--- config.mk ---
export PLATFORM = sky130hd
export DESIGN_NAME = snitch_tcdm_bank_amo
export DESIGN_NICKNAME = d
export VERILOG_FILES = /design/src/rtl/snitch_pkg.sv /design/src/rtl/snitch_amo_alu.sv /design/src/rtl/snitch_tcdm_bank_amo.sv
export SDC_FILE = /design/constraint.sdc
export NUM_CORES = 1
export LEC_CHECK = 0
export ABC_AREA = 1
export CORE_MARGIN = 5
export CORE_UTILIZATION = 40
export CTS_BUF_LIST = sky130_fd_sc_hd__clkbuf_2 sky130_fd_sc_hd__clkbuf_4 sky130_fd_sc_hd__clkbuf_8
export DETAILED_ROUTE_END_ITERATION = 10
export SLEW_MARGIN = 20
export SYNTH_ARGS = -nofsm -noshare
export SYNTH_HDL_FRONTEND = slang
export SYNTH_HIERARCHICAL = 1
export SYNTH_SLANG_ARGS = --single-unit
--- constraint.sdc ---
create_clock -name clk_i -period 3.8 [get_ports clk_i]
set_input_delay 0.38 -clock clk_i [delete_from_list [all_inputs] [get_ports clk_i]]
set_output_delay 0.38 -clock clk_i [all_outputs]
set_load 0.01 [all_outputs]
--- src/rtl/snitch_pkg.sv ---
// Shared Snitch types: the reqrsp AMO opcode and the default TCDM bank request/response structs.
package snitch_pkg;

  localparam int unsigned TcdmAddrWidth = 32;
  localparam int unsigned TcdmDataWidth = 64;
  localparam int unsigned TcdmUserWidth = 5;

  typedef enum logic [3:0] {
    AMONone = 4'd0,
    AMOSwap = 4'd1,
    AMOAdd  = 4'd2,
    AMOAnd  = 4'd3,
    AMOOr   = 4'd4,
    AMOXor  = 4'd5,
    AMOMax  = 4'd6,
    AMOMaxu = 4'd7,
    AMOMin  = 4'd8,
    AMOMinu = 4'd9,
    AMOLR   = 4'd10,
    AMOSC   = 4'd11
  } amo_op_e;

  typedef struct packed {
    logic [TcdmAddrWidth-1:0]   addr;
    logic                       write;
    amo_op_e                    amo;
    logic [TcdmDataWidth-1:0]   data;
    logic [TcdmDataWidth/8-1:0] strb;
    logic [TcdmUserWidth-1:0]   user;
  } tcdm_mem_req_chan_t;

  typedef struct packed {
    logic               q_valid;
    tcdm_mem_req_chan_t q;
  } tcdm_mem_req_t;

  typedef struct packed {
    logic [TcdmDataWidth-1:0] data;
  } tcdm_mem_rsp_chan_t;

  typedef struct packed {
    logic               q_ready;
    tcdm_mem_rsp_chan_t p;
  } tcdm_mem_rsp_t;

  // Encodings outside the defined opcode range degrade to a plain access.
  function automatic amo_op_e amo_legalize(input logic [3:0] raw);
    if (raw <= 4'd11) return amo_op_e'(raw);
    return AMONone;
  endfunction

endpackage

--- src/rtl/snitch_amo_alu.sv ---
// One 32-bit lane of the AMO read-modify-write datapath: a is the memory value, b the operand.
module snitch_amo_alu
  import snitch_pkg::*;
(
  input  amo_op_e     op_i,
  input  logic [31:0] a_i,
  input  logic [31:0] b_i,
  output logic [31:0] result_o
);

  always_comb begin
    result_o = a_i;
    case (op_i)
      AMOSwap: result_o = b_i;
      AMOAdd:  result_o = a_i + b_i;
      AMOAnd:  result_o = a_i & b_i;
      AMOOr:   result_o = a_i | b_i;
      AMOXor:  result_o = a_i ^ b_i;
      AMOMax:  result_o = ($signed(a_i) > $signed(b_i)) ? a_i : b_i;
      AMOMaxu: result_o = (a_i > b_i) ? a_i : b_i;
      AMOMin:  result_o = ($signed(a_i) < $signed(b_i)) ? a_i : b_i;
      AMOMinu: result_o = (a_i < b_i) ? a_i : b_i;
      default: result_o = a_i;
    endcase
  end

endmodule

--- src/rtl/snitch_tcdm_bank_amo.sv ---
// TCDM bank front-end: 1-cycle SRAM access, local AMO read-modify-write and a single LR/SC reservation.
module snitch_tcdm_bank_amo
  import snitch_pkg::*;
#(
  parameter int unsigned AddrWidth   = 32,
  parameter int unsigned DataWidth   = 64,
  parameter int unsigned CoreIdWidth = 5,
  parameter type user_t    = logic [CoreIdWidth-1:0],
  parameter type mem_req_t = tcdm_mem_req_t,
  parameter type mem_rsp_t = tcdm_mem_rsp_t
) (
  input  logic                   clk_i,
  input  logic                   rst_ni,
  input  mem_req_t               mem_req_i,
  output mem_rsp_t               mem_rsp_o,
  output logic                   sram_req_o,
  output logic                   sram_we_o,
  output logic [AddrWidth-1:0]   sram_addr_o,
  output logic [DataWidth-1:0]   sram_wdata_o,
  output logic [DataWidth/8-1:0] sram_be_o,
  input  logic [DataWidth-1:0]   sram_rdata_i
);

  localparam int unsigned NumLanes = DataWidth / 32;

  typedef enum logic {Idle, AmoWrite} state_e;
  typedef enum logic [1:0] {RspZero, RspSram, RspSc} rsp_sel_e;
  typedef struct packed {
    logic                   valid;
    logic [AddrWidth-1:0]   addr;
    logic [CoreIdWidth-1:0] id;
  } reservation_t;

  state_e                 state_q, state_d;
  rsp_sel_e               rsp_sel_q, rsp_sel_d;
  logic                   sc_fail_q, sc_fail_d;
  amo_op_e                op_q, op_d;
  logic [AddrWidth-1:0]   addr_q, addr_d;
  logic [DataWidth-1:0]   operand_q, operand_d;
  logic [DataWidth/8-1:0] strb_q, strb_d;
  reservation_t           res_q, res_d;

  user_t                  user;
  amo_op_e                op;
  logic                   q_ready, accept, sc_match, req, we;
  logic [AddrWidth-1:0]   addr;
  logic [DataWidth-1:0]   wdata, alu_res;
  logic [DataWidth/8-1:0] be;
  mem_rsp_t               rsp;

  assign user     = mem_req_i.q.user;
  assign op       = amo_legalize(mem_req_i.q.amo);
  assign q_ready  = (state_q == Idle);
  assign accept   = mem_req_i.q_valid & q_ready;
  assign sc_match = res_q.valid & (res_q.addr == mem_req_i.q.addr)
                  & (res_q.id == user[CoreIdWidth-1:0]);

  for (genvar i = 0; i < NumLanes; i++) begin : gen_lane
    snitch_amo_alu i_alu (
      .op_i     (op_q),
      .a_i      (sram_rdata_i[32*i +: 32]),
      .b_i      (operand_q[32*i +: 32]),
      .result_o (alu_res[32*i +: 32])
    );
  end

  always_comb begin
    req       = 1'b0;
    we        = 1'b0;
    addr      = mem_req_i.q.addr;
    wdata     = mem_req_i.q.data;
    be        = mem_req_i.q.strb;
    state_d   = state_q;
    rsp_sel_d = RspZero;
    sc_fail_d = 1'b0;
    op_d      = op_q;
    addr_d    = addr_q;
    operand_d = operand_q;
    strb_d    = strb_q;
    res_d     = res_q;
    if (state_q == AmoWrite) begin
      req     = 1'b1;
      we      = 1'b1;
      addr    = addr_q;
      wdata   = alu_res;
      be      = strb_q;
      state_d = Idle;
    end else if (accept) begin
      rsp_sel_d = RspSram;
      case (op)
        AMONone: begin
          req = 1'b1;
          we  = mem_req_i.q.write;
        end
        AMOLR: begin
          req   = 1'b1;
          res_d = '{valid: 1'b1, addr: mem_req_i.q.addr, id: user[CoreIdWidth-1:0]};
        end
        AMOSC: begin
          rsp_sel_d   = RspSc;
          sc_fail_d   = ~sc_match;
          req         = sc_match;
          we          = sc_match;
          res_d.valid = 1'b0;
        end
        default: begin
          req       = 1'b1;
          op_d      = op;
          addr_d    = mem_req_i.q.addr;
          operand_d = mem_req_i.q.data;
          strb_d    = mem_req_i.q.strb;
          state_d   = AmoWrite;
        end
      endcase
    end
    // Any store to the reserved word breaks the reservation, whoever issued it.
    if (req && we && (addr == res_q.addr)) res_d.valid = 1'b0;
  end

  always_comb begin
    rsp         = '0;
    rsp.q_ready = q_ready;
    case (rsp_sel_q)
      RspSram: rsp.p.data = sram_rdata_i;
      RspSc:   rsp.p.data = {{(DataWidth-1){1'b0}}, sc_fail_q};
      default: rsp.p.data = '0;
    endcase
  end

  assign mem_rsp_o    = rsp;
  assign sram_req_o   = req & rst_ni;
  assign sram_we_o    = we;
  assign sram_addr_o  = addr;
  assign sram_wdata_o = wdata;
  assign sram_be_o    = be;

  always_ff @(posedge clk_i or negedge rst_ni) begin
    if (!rst_ni) begin
      state_q   <= Idle;
      rsp_sel_q <= RspZero;
      sc_fail_q <= 1'b0;
      op_q      <= AMONone;
      addr_q    <= '0;
      operand_q <= '0;
      strb_q    <= '0;
      res_q     <= '0;
    end else begin
      state_q   <= state_d;
      rsp_sel_q <= rsp_sel_d;
      sc_fail_q <= sc_fail_d;
      op_q      <= op_d;
      addr_q    <= addr_d;
      operand_q <= operand_d;
      strb_q    <= strb_d;
      res_q     <= res_d;
    end
  end

endmodule

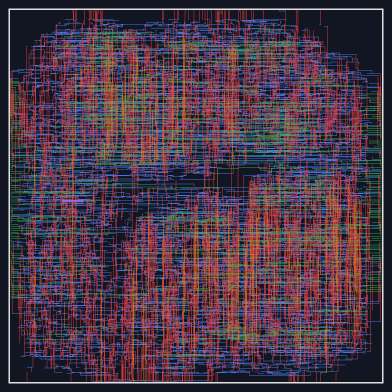
*Metal layers overlaid*
(1.5 px per um)
| layer | colour | wire length |
|---|---|---|
| met1 | blue | 47.2 mm |
| met4 | orange | 5,010 um |
| met2 | red | 48.5 mm |
| met5 | purple | 12.9 um |
| met3 | green | 11,200 um |
WL per Instance: 19.8 um
vias: 30,675

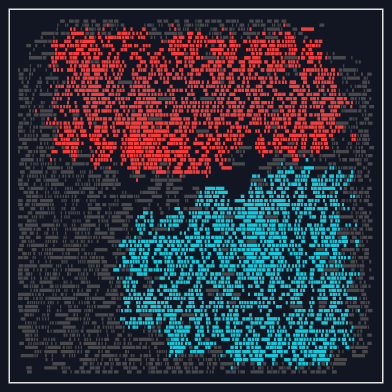
*Hierarchy map*
(1.5 px per um)
| instance | colour | cells |
|---|---|---|
| gen_lane[0].i_alu | cyan | 1,569 |
| gen_lane[1].i_alu | red | 1,570 |

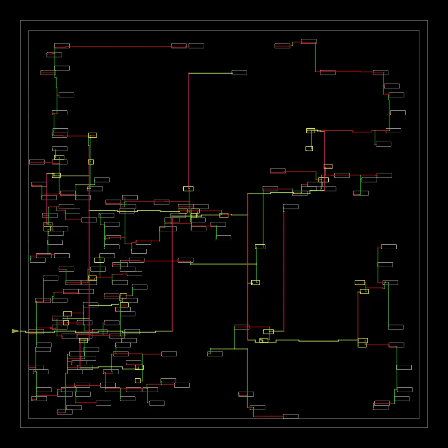
*Clock routing*
total CTS buffers: 17
clock sinks: 150
Clk. pwr: 1460 uW
clock buffer count: 17
Flops: 150

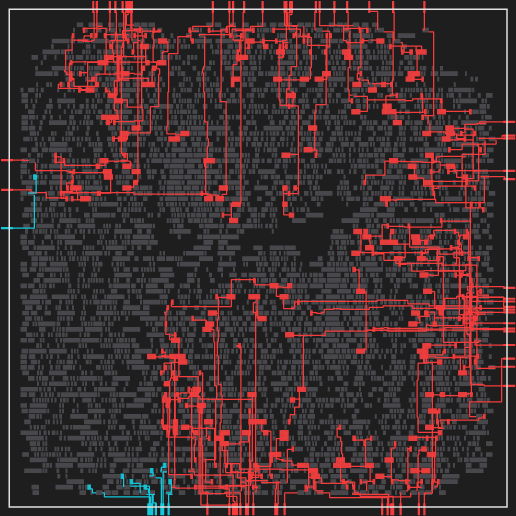
*Port wiring*
(2 px per um)
| port | colour | bits | direction | edge | end cells | buffers | wire |
|---|---|---|---|---|---|---|---|
| sram_be_o | cyan | 8 | output | 7 bottom, 1 left | 8 | 8 | 189 um |
| sram_rdata_i | red | 64 | input | 25 top, 19 bottom, 18 right, 2 left | 395 | 136 | 7,750 um |

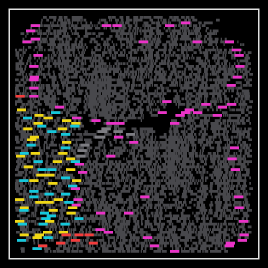
*Register map, names as in the netlist*
(1 px per um)
| name in the netlist | colour | flops |
|---|---|---|
| res_q | yellow | 38 |
| strb_q | red | 8 |
| addr_q | cyan | 32 |
| operand_q | magenta | 64 |
not coloured: 8
Sequential Area: 3760 um^2
Core Util, Final: 59.9%
P_seq: 2200 uW

==> impl_metrics.ini <==
; flow metrics
[yosys]
yosys.area.top_type_share_pct = 20.7
yosysChipArea_um2 = 22700
async_flop_share_pct = 100
ys.flop_type = dfrtp_1
ys_seq_share_pct = 16.6
syn_nets = 4414
ys_seq_elements = 150

[setup_path]
start_kind = primary input
cp.required_ns = 3.42
critPathCaptureType = primary output
cp_data_arrival_time_ns = 3.47

[detailed_routing]
routed_wl_um = 112000
drt_iter0_drc = 3244
first_pass_iters = 6

[die]
core_um2 = 56300
die_x_um = 248
io_pins = 352
rows = 87

[global_routing]
grt_use_total_pct = 34.0
grt_pass1_vias = 28045
grt_pass1_wl_um = 164000
overflow = 0

[finish]
lay_top_cells = nand2_1, buf_4, inv_1
drive_gt1_share_pct = 23.0
areaGrowthSynthToFinish_pct = 48.7
finalNetCount = 5266

[run_status]
violations = setup timing
status = finished with violations

[power]
p_int_uw = 7430
powerDensity_nw_per_um2 = 456
vdd.ir_drop.worst_v = 0.000324
p_comb_share_pct = 76.2
swShare_pct = 51.6
p_clk_share_pct = 9.5

[timing]
skew_ns = 0.0262
worst_slack_ns = -0.0487
setup_viol = 18
tightest_slew_ns = 0.882
max_freq_mhz = 260
period_used_pct = 101
slew_viol_final = 0

[placed_design]
post-place-ws_ns = -0.693
gp_congestion = 1.04
port_buffers = 351

[clock_tree]
cts_tree = done
cts_buffer_depth = 2
clk_latency_ns = 0.58
==> kinds of logic (layout without fill, tap and decap cells) <==
group                    Yosys count  in the layout  share of synthesized area (%)
multiplexers                       1              1                         0.0497
flip-flops                       150            150                           16.6
XOR/XNOR                           4              4                          0.155
other                              0              4                              0
AND-OR/OR-AND                    632            632                           16.1
buffers and inverters            733           1598                           13.6
adder cells (fa/ha/maj)          200            200                           11.1
AND/OR/NAND/NOR                 2313           2313                           42.4
==> sequential cells by signal, summed over array words and instances, names as in the netlist <==
register and flops:
state_q 1, operand_q 64, rsp_sel_q 2, res_q 38, addr_q 32, op_q 4, strb_q 8, sc_fail_q 1
==> stage by stage <==
step,area (um^2),setup TNS [ns],utilization [%]
after floorplan,22700,0,-
after global placement,30900,-32.57,54.9
after detailed placement,30900,-34.68,54.9
after CTS,32300,-1.13,57.4
after global routing,33700,-9.47,59.9
final,33700,-0.401,59.9
==> power groups by stage <==
stage	Combinational (uW)	Sequential, uW	Clock, uW
after global routing	12600	2240	1560
after detailed placement	9720	2210	0
after floorplan	5260	2210	0
after global placement	9690	2210	0
final	11700	2200	1460
after CTS	10500	2190	1500
==> cell type report <==
cell class,instances,area share (%)
repair buffers,1024,27.0
inverters,542,6.08
well taps,756,2.81
multi-input cells,3150,51.6
clock inverters,15,0.590
diodes,4,0.0297
clock buffers,17,0.694
flip-flops and latches,150,11.1
==> cells in the mapped netlist, drive strengths merged (33+ instances only) <==
master,n
nand2,1257
inv,539
nand3,493
nor2,455
o21ai,340
ha,198
dfrtp,150
a21oi,124
clkbuf,97
buf,94
nand4,55
o211ai,39
o22ai,33
==> worst paths after layout <==
| kind | cells after the start | end | start | slack, ns |
|---|---|---|---|---|
| setup / recovery | 22 | sram_wdata_o[2] | sram_rdata_i[31] | -0.05 |
| hold / removal | 2 | addr_q[21] | rst_ni | 0.28 |
| setup reg to reg | 10 | res_q[37] | state_q | 1.37 |
| hold reg to reg | 2 | addr_q[1] | addr_q[1] | 0.49 |
| max in group asynchronous | 3 | operand_q[17] | rst_ni | 2.24 |
| min in group clk_i | 3 | strb_q[6] | mem_req_i[11] | 0.35 |
==> metal layers <==
metal	GRT usage, %	vias to the layer above	share of wire (%)
met3	6.92	276	10
met4	12.6	2	4.5
met5	0	-	0.011
met2	53.6	1594	43
met1	46.2	14045	42
li1	-	14758	-
==> what timing repair did <==
item,in CTS,in global routing
pin swaps,56,147
buffers inserted,32,26
hold buffers,1,0
resized,484,333
endpoints found under the hold margin,40,0
gates cloned,5,7
setup endpoints to repair,64,64
==> worst max-delay path, stage by stage <==
cell	delay, ns
clkdlybuf4s50_1	0.57
inv_1	0.12
ha_4	0.27
nor2_4	0.13
nand3_2	0.12
nor2_4	0.16
and3_4	0.23
nand2_4	0.09
nand2_8	0.14
nand2_4	0.08
nand2_8	0.11
nand2_8	0.11
buf_12	0.17
buf_12	0.13
nand2_4	0.04
nand3_2	0.05
nand2_1	0.06
nor2_1	0.04
nor2_1	0.10
nand2_1	0.07
o21ai_1	0.12
buf_4	0.17
Power figures rest on the tool's default switching activity, not on a simulated workload.
